### Cell classes on the final placement, run 1

Bar = 20 um.
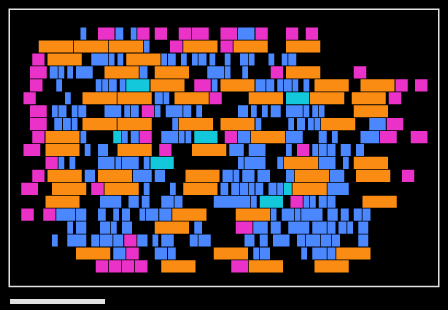
### Supply network, run 1

Pins as bars on the die edge. Tap cells in grey.
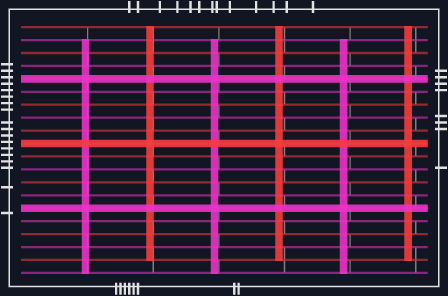
### Sequential cells coloured by netlist name, run 1

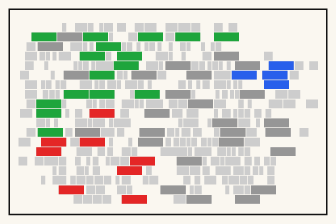
### Clock wires, drivers and flops, run 1

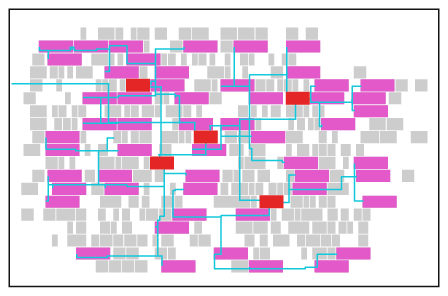
## config.mk

```make
export PLATFORM = sky130hd
export DESIGN_NAME = byte_sample_assembler
export DESIGN_NICKNAME = d
export VERILOG_FILES = /design/src/rtl/byte_sample_assembler.sv
export SDC_FILE = /design/constraint.sdc
export NUM_CORES = 1
export LEC_CHECK = 0
export ABC_CLOCK_PERIOD_IN_PS = 2400
export CAP_MARGIN = 20
export CORE_AREA = 2 2 88 56
export CTS_BUF_LIST = sky130_fd_sc_hd__clkbuf_8
export DETAILED_ROUTE_END_ITERATION = 10
export DIE_AREA = 0 0 90 58
export PLACE_DENSITY = 0.81
export REMOVE_ABC_BUFFERS = 1
export SLEW_MARGIN = 10
export SYNTH_ARGS = -nofsm -noshare
export SYNTH_HDL_FRONTEND = slang
export SYNTH_SLANG_ARGS = --single-unit
```

## constraint.sdc

```tcl
create_clock -name clk -period 2.4 [get_ports clk]
set_input_delay 0.24 -clock clk [delete_from_list [all_inputs] [get_ports clk]]
set_output_delay 0.24 -clock clk [all_outputs]
set_load 0.1 [all_outputs]
```

## src/rtl/byte_sample_assembler.sv

```systemverilog
// Assembles an MSB-first byte stream into DATA_WIDTH-bit samples and strobes
// each completed sample to one of NUM_UNITS channels (explicit or round-robin).
module byte_sample_assembler #(
  parameter int unsigned NUM_UNITS      = 4,
  parameter int unsigned DATA_WIDTH     = 16,
  parameter int unsigned TIMEOUT_CYCLES = 255,
  localparam int unsigned SEL_W         = (NUM_UNITS > 1) ? $clog2(NUM_UNITS) : 1
) (
  input  logic                  clk,
  input  logic                  rst,
  input  logic [7:0]            byte_in,
  input  logic                  byte_valid,
  input  logic                  mode,
  input  logic [SEL_W-1:0]      chan_sel,
  input  logic                  flush,
  output logic [DATA_WIDTH-1:0] sample_out,
  output logic [NUM_UNITS-1:0]  sample_valid,
  output logic [SEL_W-1:0]      sample_chan,
  output logic                  busy,
  output logic                  err_timeout,
  output logic [7:0]            drop_count
);

  localparam int unsigned BYTES  = DATA_WIDTH / 8;
  localparam int unsigned CNT_W  = (BYTES > 1) ? $clog2(BYTES) : 1;
  localparam int unsigned SR_W   = (BYTES > 1) ? DATA_WIDTH - 8 : 8;
  localparam int unsigned IDLE_W = (TIMEOUT_CYCLES > 1) ? $clog2(TIMEOUT_CYCLES + 1) : 1;

  typedef enum logic {IDLE, ASSEMBLE} state_t;

  state_t                state, state_d;
  logic [CNT_W-1:0]      cnt, cnt_d;
  logic [SR_W-1:0]       shreg, shreg_d;
  logic [SEL_W-1:0]      cur_chan, cur_chan_d;
  logic                  cur_mode, cur_mode_d;
  logic [SEL_W-1:0]      rr_ptr, rr_ptr_d;
  logic [IDLE_W-1:0]     idle_cnt, idle_cnt_d;
  logic [DATA_WIDTH-1:0] sample_out_d;
  logic [NUM_UNITS-1:0]  sample_valid_d;
  logic [SEL_W-1:0]      sample_chan_d;
  logic                  busy_d;
  logic                  err_timeout_d;
  logic [7:0]            drop_count_d;

  logic                  done;
  logic                  drop_inc;
  logic [SEL_W-1:0]      done_chan;
  logic                  done_mode;

  // Next-state, datapath and output computation
  always_comb begin
    state_d        = state;
    cnt_d          = cnt;
    shreg_d        = shreg;
    cur_chan_d     = cur_chan;
    cur_mode_d     = cur_mode;
    rr_ptr_d       = rr_ptr;
    idle_cnt_d     = idle_cnt;
    sample_out_d   = sample_out;
    sample_valid_d = '0;
    sample_chan_d  = sample_chan;
    err_timeout_d  = 1'b0;
    drop_count_d   = drop_count;
    done           = 1'b0;
    drop_inc       = 1'b0;
    done_chan      = cur_chan;
    done_mode      = cur_mode;

    if (flush) begin
      // flush wins over any byte presented on the same edge
      if (state == ASSEMBLE) drop_inc = 1'b1;
      state_d    = IDLE;
      cnt_d      = '0;
      idle_cnt_d = '0;
    end else if (state == IDLE) begin
      if (byte_valid) begin
        done_chan  = mode ? rr_ptr : chan_sel;
        done_mode  = mode;
        cur_chan_d = done_chan;
        cur_mode_d = mode;
        idle_cnt_d = '0;
        if (BYTES == 1) begin
          done = 1'b1;
        end else begin
          shreg_d = SR_W'(byte_in);
          cnt_d   = CNT_W'(1);
          state_d = ASSEMBLE;
        end
      end
    end else begin
      if (byte_valid) begin
        idle_cnt_d = '0;
        if (cnt == CNT_W'(BYTES - 1)) begin
          done    = 1'b1;
          state_d = IDLE;
          cnt_d   = '0;
        end else begin
          shreg_d = SR_W'({shreg, byte_in});
          cnt_d   = cnt + CNT_W'(1);
        end
      end else if (idle_cnt == IDLE_W'(TIMEOUT_CYCLES - 1)) begin
        err_timeout_d = 1'b1;
        drop_inc      = 1'b1;
        state_d       = IDLE;
        cnt_d         = '0;
        idle_cnt_d    = '0;
      end else begin
        idle_cnt_d = idle_cnt + IDLE_W'(1);
      end
    end

    // Completion: deliver to a valid channel, otherwise count it as dropped
    if (done) begin
      if ({1'b0, done_chan} < (SEL_W + 1)'(NUM_UNITS)) begin
        sample_out_d   = DATA_WIDTH'({shreg, byte_in});
        sample_chan_d  = done_chan;
        sample_valid_d = NUM_UNITS'(1) << done_chan;
        if (done_mode) begin
          rr_ptr_d = (rr_ptr == SEL_W'(NUM_UNITS - 1)) ? '0 : rr_ptr + SEL_W'(1);
        end
      end else begin
        drop_inc = 1'b1;
      end
    end

    if (drop_inc && (drop_count != 8'hFF)) drop_count_d = drop_count + 8'd1;

    busy_d = (state_d == ASSEMBLE);
  end

  // State and output registers with synchronous reset
  always_ff @(posedge clk) begin
    if (rst) begin
      state        <= IDLE;
      cnt          <= '0;
      shreg        <= '0;
      cur_chan     <= '0;
      cur_mode     <= 1'b0;
      rr_ptr       <= '0;
      idle_cnt     <= '0;
      sample_out   <= '0;
      sample_valid <= '0;
      sample_chan  <= '0;
      busy         <= 1'b0;
      err_timeout  <= 1'b0;
      drop_count   <= '0;
    end else begin
      state        <= state_d;
      cnt          <= cnt_d;
      shreg        <= shreg_d;
      cur_chan     <= cur_chan_d;
      cur_mode     <= cur_mode_d;
      rr_ptr       <= rr_ptr_d;
      idle_cnt     <= idle_cnt_d;
      sample_out   <= sample_out_d;
      sample_valid <= sample_valid_d;
      sample_chan  <= sample_chan_d;
      busy         <= busy_d;
      err_timeout  <= err_timeout_d;
      drop_count   <= drop_count_d;
    end
  end

endmodule
```

==> job_summary.md, run 1 <==
### Yosys + OpenROAD results

| Metric | Value |
|---|---|
| Routed length per instance | between 10 and 15 um |
| Seq pwr share | 0.611 |
| Clock Root Buffer | clkbuf_8 |
| Fin. Hold Viols | 0 |
| Routed length on met3 | between 300 and 400 um |
| Status | finished clean |
| Yosys warns | 0 |
| CP Capture Type | flop |
| Num tapcells | roughly 63 |
| Sw frac | 0.236 |
| Pre-CTS WS | about 0.35 ns |
| Area after DPL | 2660 sq um |
| Cell Rows | 19 |
| Vias in the first global route | 1704 |
| Sink Count | between 50 and 60 |
| Die area | 5220 sq um |
| Total gr overflow | 0 |
| Mux frac, synth | 0.0811 |
| Adder-cell share of the synthesized area | 0.0219 |
| Hold-fix buffers at CTS | 0 |
| Mi-comb count | approximately 190 |
| H-tree levels | 2 |
| Total GRT Usage | 0.189 |
| XOR/XNOR Area Share | 0 |
| Seq_cells | roughly 54 |
| Cell Count, Final, Fillers Out | between 300 and 400 |
| Slowest CP cell | dfxtp_1 |
| DR iter-0 viols | between 100 and 150 |
| RSZ-0062 raised after global routing | no |
| Pwr Density | about 550 nW/um^2 |
-- 'Cell classes on the final placement' (at the start) --
other buffers and delay cells: shown in magenta, cells 50, share of their area 15%. clock drivers and dummy loads: shown in cyan, cells 7, share of their area 3.0%. flops: shown in orange, cells 54, share of their area 41%. all other logic: shown in blue, cells 190, share of their area 41%.

-- 'Supply network' (at the start) --
VSS: shown in magenta. VDD: shown in red.
The core has 19 rows. 3 straps on met5. 47 signal pins sit on the boundary. 20 met1 rails follow the rows.

-- 'Sequential cells coloured by netlist name' (at the start) --
drop_count: shown in red, placed flops 8. sample_valid: shown in blue, placed flops 4. sample_out: shown in green, placed flops 16.

-- 'Clock wires, drivers and flops' (at the start) --
cells driving clock nets: shown in red, count 5. clock wires: shown in cyan, length 564 um. flip-flops: shown in magenta, count 54.
There are 6 routed clock nets.

-- run 1: final timing paths --
path,start,end,slack (ns),cells past startpoint
setup / recovery,idle_cnt[1],drop_count[0],0.36,5
setup reg to reg,idle_cnt[1],drop_count[0],0.36,5
hold reg to reg,sample_out[0],sample_out[0],0.46,2
hold / removal,sample_out[0],sample_out[0],0.46,2
-- run 1: Yosys cell counts --
master / count / share of area
nand4b_1: 2 / 0.0077
nand2b_1: 4 / 0.011
buf_2: 2 / 0.0044
o21bai_1: 1 / 0.0033
nand3_1: 5 / 0.011
a31oi_4: 1 / 0.0093
and3_1: 1 / 0.0027
ha_1: 4 / 0.022
nor4_1: 2 / 0.0055
nor2_1: 25 / 0.041
nand3b_1: 1 / 0.0033
dfxtp_1: 54 / 0.47
inv_1: 4 / 0.0066
mux2_2: 4 / 0.020
nor2b_1: 4 / 0.011
a311oi_1: 2 / 0.0077
nand2_1: 48 / 0.079
mux2i_1: 14 / 0.061
nand4_1: 6 / 0.016
a211oi_1: 2 / 0.0066
and4_1: 1 / 0.0038
and4b_1: 1 / 0.0044
buf_1: 3 / 0.0049
or3_1: 4 / 0.011
o21ai_0: 6 / 0.013
or3_2: 1 / 0.0033
a41oi_1: 1 / 0.0038
nor3_1: 4 / 0.0088
o31ai_1: 3 / 0.0099
a31oi_1: 1 / 0.0027
or4_1: 3 / 0.0099
a22oi_1: 1 / 0.0033
a21oi_1: 33 / 0.072
buf_6: 6 / 0.030
clkbuf_1: 7 / 0.012
nor3b_2: 1 / 0.0055
-- run 1: critical path, delay by kind of cell, from the launching register on --
kind	cells	cell delay, ns
flip-flops	1	0.48
multiplexers	1	0.38
AND-OR/OR-AND	1	0.18
adder cells (fa/ha/maj)	1	0.23
AND/OR/NAND/NOR	2	0.67
### Routing congestion map, run 1

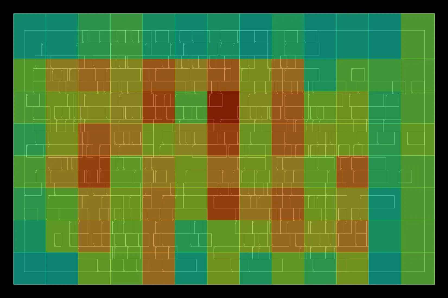

## Run 2: what changed since run 1
- ABC_CLOCK_PERIOD_IN_PS: 2400 -> 2050
- clock period: 2.4 -> 2.05 ns (I/O delays scaled with it)
### Routing congestion map, run 2

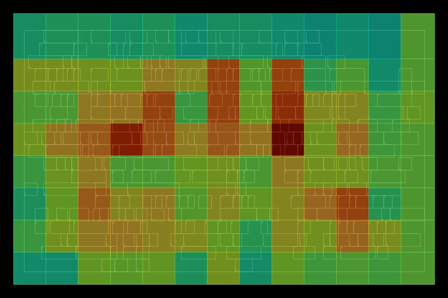
routed length per instance: 13.2 um
GR Layer Usage met3: 0.0585
Total GRT Usage: 0.196
met1 usage: 0.279
final core occ: 0.651

### Sequential cells coloured by netlist name, run 2

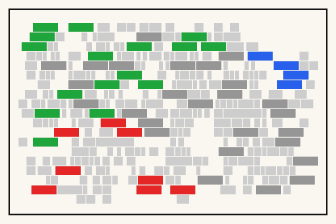
sequential power: 1.07 mW
Sequential Area: 1080 sq um
Seq area share: 0.376

==> run 2 against run 1 <==
Compared with the run above: sequential cell count is the same; highest routed layer unchanged; non-clock buffer count grew 8; die size is the same; via count grew 6.0%; cell count grew 2.5%; critical endpoint unchanged; synthesized cell count is the same; register-to-register slack lost 0.14 ns.
==> job_summary.md, run 2 <==
### Yosys + OpenROAD results

| Metric | Value |
|---|---|
| EDFF count, synth | 0 |
| H-tree levels | 2 |
| Adder-cell share of the synthesized area | 0.0219 |
| Pwr Density | roughly 720 nW/um^2 |
| Commonest cells in the netlist | dfxtp_1 (54), nand2_1 (48), a21oi_1 (33), nor2_1 (25), mux2i_1 (14) |
| CP delay by family, top | simple AND/OR/NAND/NOR gates |
| Fin. Hold Viols | 0 |
| Min-Delay Path Depth | 2 |
| Hold worst-path end | sample_out[9] |
| Area after DPL | 2730 sq um |
| Clock Root Buffer | clkbuf_8 |
| DR iter-0 viols | 99 |
| Hold-fix buffers at CTS | 0 |
| Cell Rows | 19 |
| Cell Count, Final, Fillers Out | 373 |
| HP Start | shreg[1] |
| Die area | around 5200 sq um |
| Max-area cell share | 0.473 |
| Vias in the first global route | roughly 1700 |
| RSZ-0062 raised after global routing | no |
| Slowest CP cell | dfxtp_1 |
| Main flop type after synthesis | dfxtp_1 |
| Ys async rst share | 0 |
| Status | finished clean |
| Worst r2r src | idle_cnt[3] |
| Most common cell in the netlist | dfxtp_1 |
| XOR/XNOR Area Share | 0 |
| Post-synth top area cell | dfxtp_1 |
| Die Width | about 90 um |
| Critical path depth | 4 |
| Clock-pin slew on the worst setup and hold paths | about 0.10 ns |
| Reg-to-reg endpoint | drop_count[0] |
| Total gr overflow | 0 |
| Yosys warns | 0 |
| Sink Count | about 54 |
## run 2: netlist changes by cell type in the layout (fill, tap and decap cells not counted), sizes merged
cell    previous run  this run
clkinv             2         0
bufinv             0         2
buf               36        44
clkbuf             5         6
## run 2: layer usage
layer,global-route usage,share of wire,up-vias
li1,-,-,1002
met1,0.279,0.50,940
met2,0.286,0.43,46
met3,0.0585,0.055,7
met4,0.0725,0.013,0
met5,0,0,-
## run 2: area by class of cell
class | instances | area (sq um) | area share
Clock buffer | 6 | 82.6 | 0.0287
Clock inverter | 2 | 60.1 | 0.0209
Inverter | 4 | 15.0 | 0.00522
Multi-Input combinational cell | 186 | 1080 | 0.374
Sequential cell | 54 | 1080 | 0.376
Tap cell | 63 | 78.8 | 0.0274
Timing Repair Buffer | 58 | 483 | 0.168
## run 2: power by group
group	internal, mW	switching (mW)
combinational	0.0614	0.0772
clock	0.520	0.346
sequential	1.06	0.0110
## run 2: worst max-delay path by stage
stage | startpoint | end | slack, ns
floorplan | state | sample_chan[0] | -0.48
global placement | byte_valid | drop_count[6] | 0.21
detailed placement | byte_valid | drop_count[0] | 0.16
CTS | idle_cnt[3] | drop_count[0] | 0.17
global route | idle_cnt[0] | drop_count[6] | 0.08
finish | idle_cnt[3] | drop_count[0] | 0.22
## run 2: per-stage QoR
stage	total power, mW	setup WS, ns
finish	2.08	0.224
global route	2.17	0.0766
CTS	2.10	0.169
detailed placement	1.24	0.162
global placement	1.23	0.213
floorplan	1.16	-0.479
## run 2: worst reg2reg max path, cell delays in order (launching register included)
cell and delay [ns]:
dfxtp_1 0.45, and4_2 0.38, a31oi_4 0.18, nor3_1 0.34
mux2_2 0.37
## Run 3: what changed since run 2
- HOLD_SLACK_MARGIN: not set -> 0.15
### Cell classes on the final placement, run 3

Bar = 20 um.
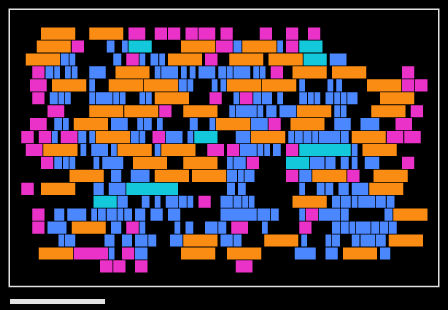
Cell Rows: 19
Core Box Area: 4420 sq um
post-route cell area: 2880 sq um

### Routing congestion map, run 3

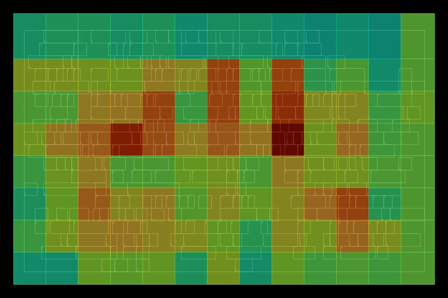
grt met2 use: 0.286
gr busiest metal: met2

==> run 3 against run 2 <==
Compared with the run above: core utilization unchanged; routed wire length did not move; die size did not move; area after synthesis is the same; combinational power about the same; register-to-register slack about the same; largest power group unchanged.
==> job_summary.md, run 3 <==
### Yosys + OpenROAD results

| Metric | Value |
|---|---|
| CP Capture Type | flop |
| Total gr overflow | 0 |
| Die Width | ~90 um |
| Cell Count, Final, Fillers Out | between 300 and 400 |
| DR iter-0 viols | between 90 and 100 |
| Synthesized area | between 2000 and 2500 sq um |
| Main area contributors | dfxtp_1 (47%), nand2_1 (7.9%), a21oi_1 (7.2%) |
| Total GRT Usage | 0.196 |
| Worst Setup Start Kind | flop |
| Main flop type after synthesis | dfxtp_1 |
| Logic pwr share | 0.067 |
| Int Pwr | 1.64 mW |
| Post-synth top area cell | dfxtp_1 |
| Fin. Hold Viols | 0 |
| RSZ-0062 raised after global routing | no |
| Comb pwr | roughly 0.14 mW |
| H-tree levels | 2 |
| EDFF count, synth | 0 |
| Sequential power | about 1.1 mW |
| Seq pwr share | 0.516 |
| VDD IR max | between 0.4 and 0.5 mV |
| Maxcap violations | 0 |
| Sink Count | roughly 54 |
| Clock power frac | 0.417 |
| Largest power group | sequential cells |
| Clock Root Buffer | clkbuf_8 |
| Sw frac | 0.209 |
| DRC violations left | 0 |
| Clk. pwr | between 0.8 and 0.9 mW |
| Num CTS Buffers | 5 |
| Sw power | roughly 0.43 mW |
| Die H | about 58 um |
| Ys async rst share | 0 |
| Vias in the first global route | 1748 |
| Hold-fix buffers at CTS | 0 |
| Sequential Area | ~1100 sq um |
| Pwr Density | around 720 nW/um^2 |
| Final WS setup | 0.224 ns |
| Area after DPL | approximately 2700 sq um |
| Yosys warns | 0 |
| Clock-pin slew on the worst setup and hold paths | about 0.1 ns |
| Min-Delay Path Depth | 2 |
| Logic cell area | roughly 1100 sq um |
| Max-area cell share | 0.473 |
| Pre-CTS WS | approximately 0.16 ns |
| Most common cell in the netlist | dfxtp_1 |
| Status | finished clean |
| Commonest cells in the netlist | dfxtp_1 (54), nand2_1 (48), a21oi_1 (33), nor2_1 (25), mux2i_1 (14) |
| Final core occ | 0.651 |
| Routed length per instance | roughly 13 um |
-- run 3: through the flow --
step / power, mW / hold slack [ns] / setup TNS [ns]
4_1_cts: 2.10 / 0.457 / 0
5_1_grt: 2.17 / 0.464 / 0
2_1_floorplan: 1.16 / 0.274 / -11.23
3_3_place_gp: 1.23 / 0.442 / 0
3_5_place_dp: 1.24 / 0.448 / 0
6_report: 2.08 / 0.461 / 0
-- run 3: kinds of logic (layout without fill, tap and decap cells) --
family | after synthesis | count (layout) | share of synthesized area
and+or+nand+nor | 113 | 113 | 0.235
AOI/OAI and AO/OA | 51 | 51 | 0.132
buffers and inverters | 22 | 70 | 0.0570
DFF | 54 | 54 | 0.473
adders and majority gates | 4 | 4 | 0.0219
muxes | 18 | 18 | 0.0810
-- run 3: layout make-up --
cell class,count,share of cell area
clock buffer,6,0.0287
clock inverter,2,0.0209
inverter,4,0.00522
multi-input combinational,186,0.374
sequential,54,0.376
tap,63,0.0274
timing repair buffer,58,0.168
-- run 3: routing by layer --
metal / track usage / vias to the layer above / routed length (um)
met4: 0.0725 / 0 / 63
li1: - / 1002 / -
met2: 0.286 / 46 / 2110
met1: 0.279 / 940 / 2490
met3: 0.0585 / 7 / 273
met5: 0 / - / 0
-- run 3: path summary, 6_finish.rpt --
| path | endpoint | startpoint | slack, ns |
|---|---|---|---|
| setup / recovery | drop_count[0] | idle_cnt[3] | 0.22 |
| setup reg to reg | drop_count[0] | idle_cnt[3] | 0.22 |
| hold / removal | sample_out[9] | shreg[1] | 0.46 |
| hold reg to reg | sample_out[9] | shreg[1] | 0.46 |
-- run 3: worst max-delay path, cell delays in order, from the launching register on --
cell	delay [ns]
dfxtp_1	0.45
and4_2	0.38
a31oi_4	0.18
nor3_1	0.34
mux2_2	0.37
Power figures rest on the tool's default switching activity, not on a simulated workload.
